==> config.mk <==
export PLATFORM = sky130hd
export DESIGN_NAME = frame_extend_scheduler
export DESIGN_NICKNAME = d
export VERILOG_FILES = /design/src/rtl/frame_extend_scheduler.sv
export SDC_FILE = /design/constraint.sdc
export NUM_CORES = 1
export LEC_CHECK = 0
export CAP_MARGIN = 10
export CORE_MARGIN = 2
export CORE_UTILIZATION = 45
export CTS_CLUSTER_SIZE = 20
export DETAILED_ROUTE_END_ITERATION = 10
export PLACE_DENSITY = 0.8
export SLEW_MARGIN = 20
export SYNTH_ARGS = -nofsm -noshare
export SYNTH_HDL_FRONTEND = slang
export SYNTH_SLANG_ARGS = --single-unit
==> constraint.sdc <==
create_clock -name clk_i -period 2.8 [get_ports clk_i]
set_input_delay 0.28 -clock clk_i [delete_from_list [all_inputs] [get_ports clk_i]]
set_output_delay 0.28 -clock clk_i [all_outputs]
set_load 0.1 [all_outputs]
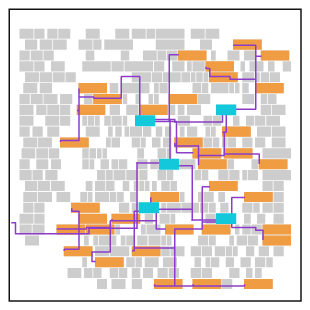
*Clock network drawn from the DEF, run 1*
Drawn at 4 px/um.
legend:
  purple:
    item: clock wires
    length: 497 um
  orange:
    item: flip-flops
    count: 36
  cyan:
    item: clock drivers
    count: 5
flops lie: spread over the die
routed clock nets: 6
proportion of power drawn by the clock network: 31.5%
Insertion Delay late pin: 0.29 ns
Clock Skew: 0.00940 ns
clock network power: 0.401 mW

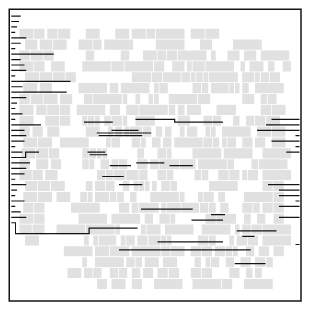
*Metal 3, run 1*
Drawn at 4 px/um. Cells faint in the background.
wire length on this layer: 412 um
longest straight run: 32.7 um
share of all routed wire: 7.4%
main direction: horizontal
nets with wire on the layer: 67
GRT met3 Usage: 5.66%
vias post-DR: 2,263

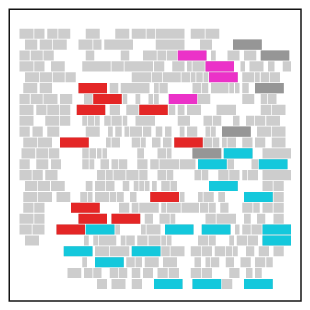
*Where the registers sit, run 1*
Drawn at 4 px/um. Other sequential cells in the stronger grey, the rest of the logic in the fainter grey.
legend:
  red:
    name_in_the_netlist: r_px_cnt
    flops: 11
  cyan:
    name_in_the_netlist: frames_ext_o
    flops: 16
  magenta:
    name_in_the_netlist: r_line_cnt
    flops: 4
not coloured: 5
register cell area after layout: 721 um^2
power drawn by the sequential cells: 0.516 mW
sequential fraction of total cell area: 23.7%

==> summary.txt, run 1 <==
Summary of the current implementation state.

- In the final layout, excluding clock inverters the inverter count is 7.
- For reference, compound AND-OR and OR-AND cells occupy 14.1% of the area reported after synthesis.
- The layout report lists the non-clock buffer share of cell area as 25.7%.
- Once the floorplan was initialized, standard cells occupied 47.6% of the core.
- The synthesized-area fraction occupied by and/or/nand/nor cells is 37.3%, for reference.
- Nets still carrying antenna violations after routing amount to 0.
- The worst stage delay on the critical path is 0.58 ns, for reference.
- The synthesized netlist occupies a cell area of 2120 um^2.
- The initial antenna violation count is 0, for reference.
- The flow ran to the end, and the final reports show no timing, DRC or antenna violations.
- The maximum level of the CTS H-tree is 2, for reference.
- The count of unique library cells instantiated by Yosys is 41, for reference.
- The final sequential cell count is 36, for reference.
- After synthesis, the cell types taking the most area are dfxtp_1 34%, nor2b_1 5.9%, a21oi_1 4.7%.
- The count of inserted antenna diode cells is 0, for reference.
- Multiplexer cells account for 3.78% of the synthesized area.
- The CTS tree is yes, for reference.
- Setup repair after global routing left no endpoint under its margin.
- The tally of clock buffers in the finished layout is 7, for reference.
- The worst hold-check path type is flip-flop to flip-flop, for reference.
- The placement summary gives the final routability congestion estimate as 0.881.
- The number of DRC violations after detailed-routing iteration 0 is 164, for reference.
- Per the post-CTS timing run, clock transition at the registers of the reported paths is 0.07 ns.
- The post-route fraction of the period consumed by the critical path is 92.6%, for reference.
## run 1: metal layers
layer	share of wire, %	vias up	routed length, um	GRT usage, %
met5	0	-	0	0
met4	0.73	0	41	4.12
met3	7.4	7	411	5.66
met2	48	92	2680	37.6
met1	44	1050	2440	29.0
li1	-	1114	-	-
## run 1: through the flow
step	cells	utilization [%]	total power, mW	setup slack [ns]
global placement	387	66.3	0.884	0.225
floorplan	270	-	0.770	-0.222
detailed placement	387	66.3	0.887	0.108
CTS	394	68.5	1.29	0.0987
finish	394	68.5	1.28	0.206
global route	394	68.5	1.33	0.0839
## run 1: where the power goes
part	total, mW	switching (mW)	internal (mW)
clock network	0.401	0.182	0.219
logic	0.358	0.244	0.115
registers	0.516	0.00238	0.513
total	1.28	0.428	0.847
### Wiring by layer, run 1

Drawn at 4 px/um.
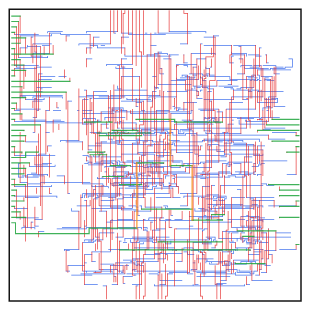

==> run 2: changes to the inputs <==
- SETUP_SLACK_MARGIN: default -> 0.2
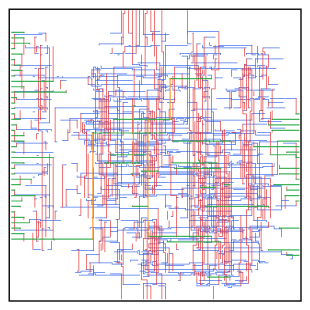
*Wiring by layer, run 2*
Drawn at 4 px/um.
legend:
  blue:
    layer: metal 1
    wire_length: 2,430 um
  red:
    layer: metal 2
    wire_length: 2,680 um
  orange:
    layer: metal 4
    wire_length: 83.0 um
  green:
    layer: metal 3
    wire_length: 377 um
routed wire length per instance: 14.0 um
vias post-DR: 2,266

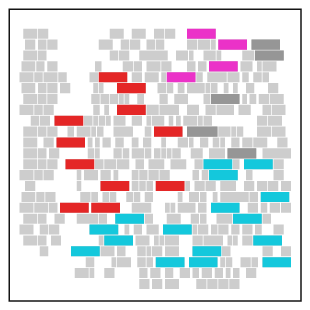
*Where the registers sit, run 2*
Drawn at 4 px/um. Other sequential cells in the stronger grey, the rest of the logic in the fainter grey.
legend:
  magenta:
    name_in_the_netlist: r_line_cnt
    flops: 4
  cyan:
    name_in_the_netlist: frames_ext_o
    flops: 16
  red:
    name_in_the_netlist: r_px_cnt
    flops: 11
not coloured: 5
register cell area after layout: 722 um^2
sequential fraction of total cell area: 24.4%
power drawn by the sequential cells: 0.517 mW

==> summary.txt, run 2 <==
Summary of the current implementation state.

- The sequential share of power is 42.1% (+1.7 points), for reference.
- The post-route fraction of the period consumed by the critical path is 88.9% (-3.7 points).
- The length of routed met2 wiring came to 2680 um (about the same).
- The count of antenna-violating nets left after detailed routing came to 0 (unchanged).
- The power of the combinational group is 0.337 mW (-5.9%), for reference.
- The number of cells traversed by the worst hold path is 2, for reference.
- The compound-gate portion of the synthesized area came to 14.1% (unchanged).
- The initial antenna violation count is 0 (unchanged).
- The final clock skew is 0.0146 ns (+0.00519 ns), for reference.
- The initialized floorplan defines 24 standard-cell rows.
- The worst stage delay on the critical path is 0.56 ns (-0.02 ns), for reference.
- The CTS tree is yes, for reference.
- The clock insertion delay at the later pin of the skew report is 0.30 ns (about the same).
- The flow ran to the end, and the final reports show no timing, DRC or antenna violations.
- The count of inserted antenna diode cells is 0 (unchanged), for reference.
- The wire length on met3 is 377 um (-8.3%), for reference.
- After synthesis, flip-flops and latches occupy 34.1% of the total area.
- The first-pass GRT wire length is 9040 um, for reference.
- The routed metal-1 wirelength is 2430 um (-0.41%), for reference.
- The synthesized-area fraction occupied by and/or/nand/nor cells is 37.3% (unchanged), for reference.
- For reference, the top cells by area after synthesis are dfxtp_1 34%, nor2b_1 5.9%, a21oi_1 4.7%.
- Setup repair after global routing left no endpoint under its margin.
- The met3 track utilization from global routing is 5.66% (unchanged), for reference.
- The switching share of power is 35.9% (+2.4 points), for reference.
- The leakage power total is 1.06 nW, for reference.
- The number of DRC violations after detailed-routing iteration 0 came to 160 (-2.4%).
- The global placer's final weighted congestion is 0.902 (+2.4%), for reference.
- The power dissipated in the clock network is 0.372 mW (-7.2%), for reference.
- The clock network fraction of total power was 30.4% (-1.1 points).
- The initial core utilization was 47.6% (unchanged).
- The count of unique library cells instantiated by Yosys is 41 (unchanged), for reference.
- Counting buffers and inverters, the worst setup path is 6 cells deep.
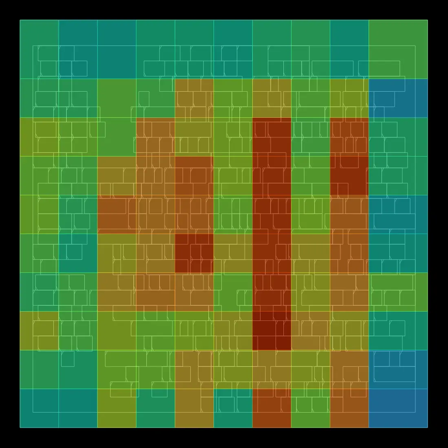
*Routing congestion map, run 2*
highest-utilization routing layer at the global route stage: met2
share of the core filled with cells: 66.7%
GRT Util Overall: 21.7%
met2 Use GR: 34.7%

run 2: worst min-delay path, delay by kind of cell, from the launching register on:
family           cells  cell delay [ns]
flip-flops           1             0.32
AND/OR/NAND/NOR      1             0.06
multiplexers         1             0.05
run 2: per-stage QoR:
| stage | power [mW] | instances |
|---|---|---|
| after global placement | 0.865 | 387 |
| after global routing | 1.27 | 397 |
| after floorplan | 0.764 | 270 |
| after CTS | 1.23 | 395 |
| final | 1.23 | 397 |
| after detailed placement | 0.867 | 387 |
run 2: area by class of cell:
| type | instances | area share [%] |
|---|---|---|
| clock buffers | 5 | 2.32 |
| multi-input cells | 214 | 45.4 |
| clock inverters | 3 | 0.633 |
| inverters | 7 | 0.886 |
| well taps | 52 | 2.20 |
| flip-flops and latches | 36 | 24.4 |
| repair buffers | 80 | 24.2 |
No activity file was given, so power comes from the tool's default toggle rates.
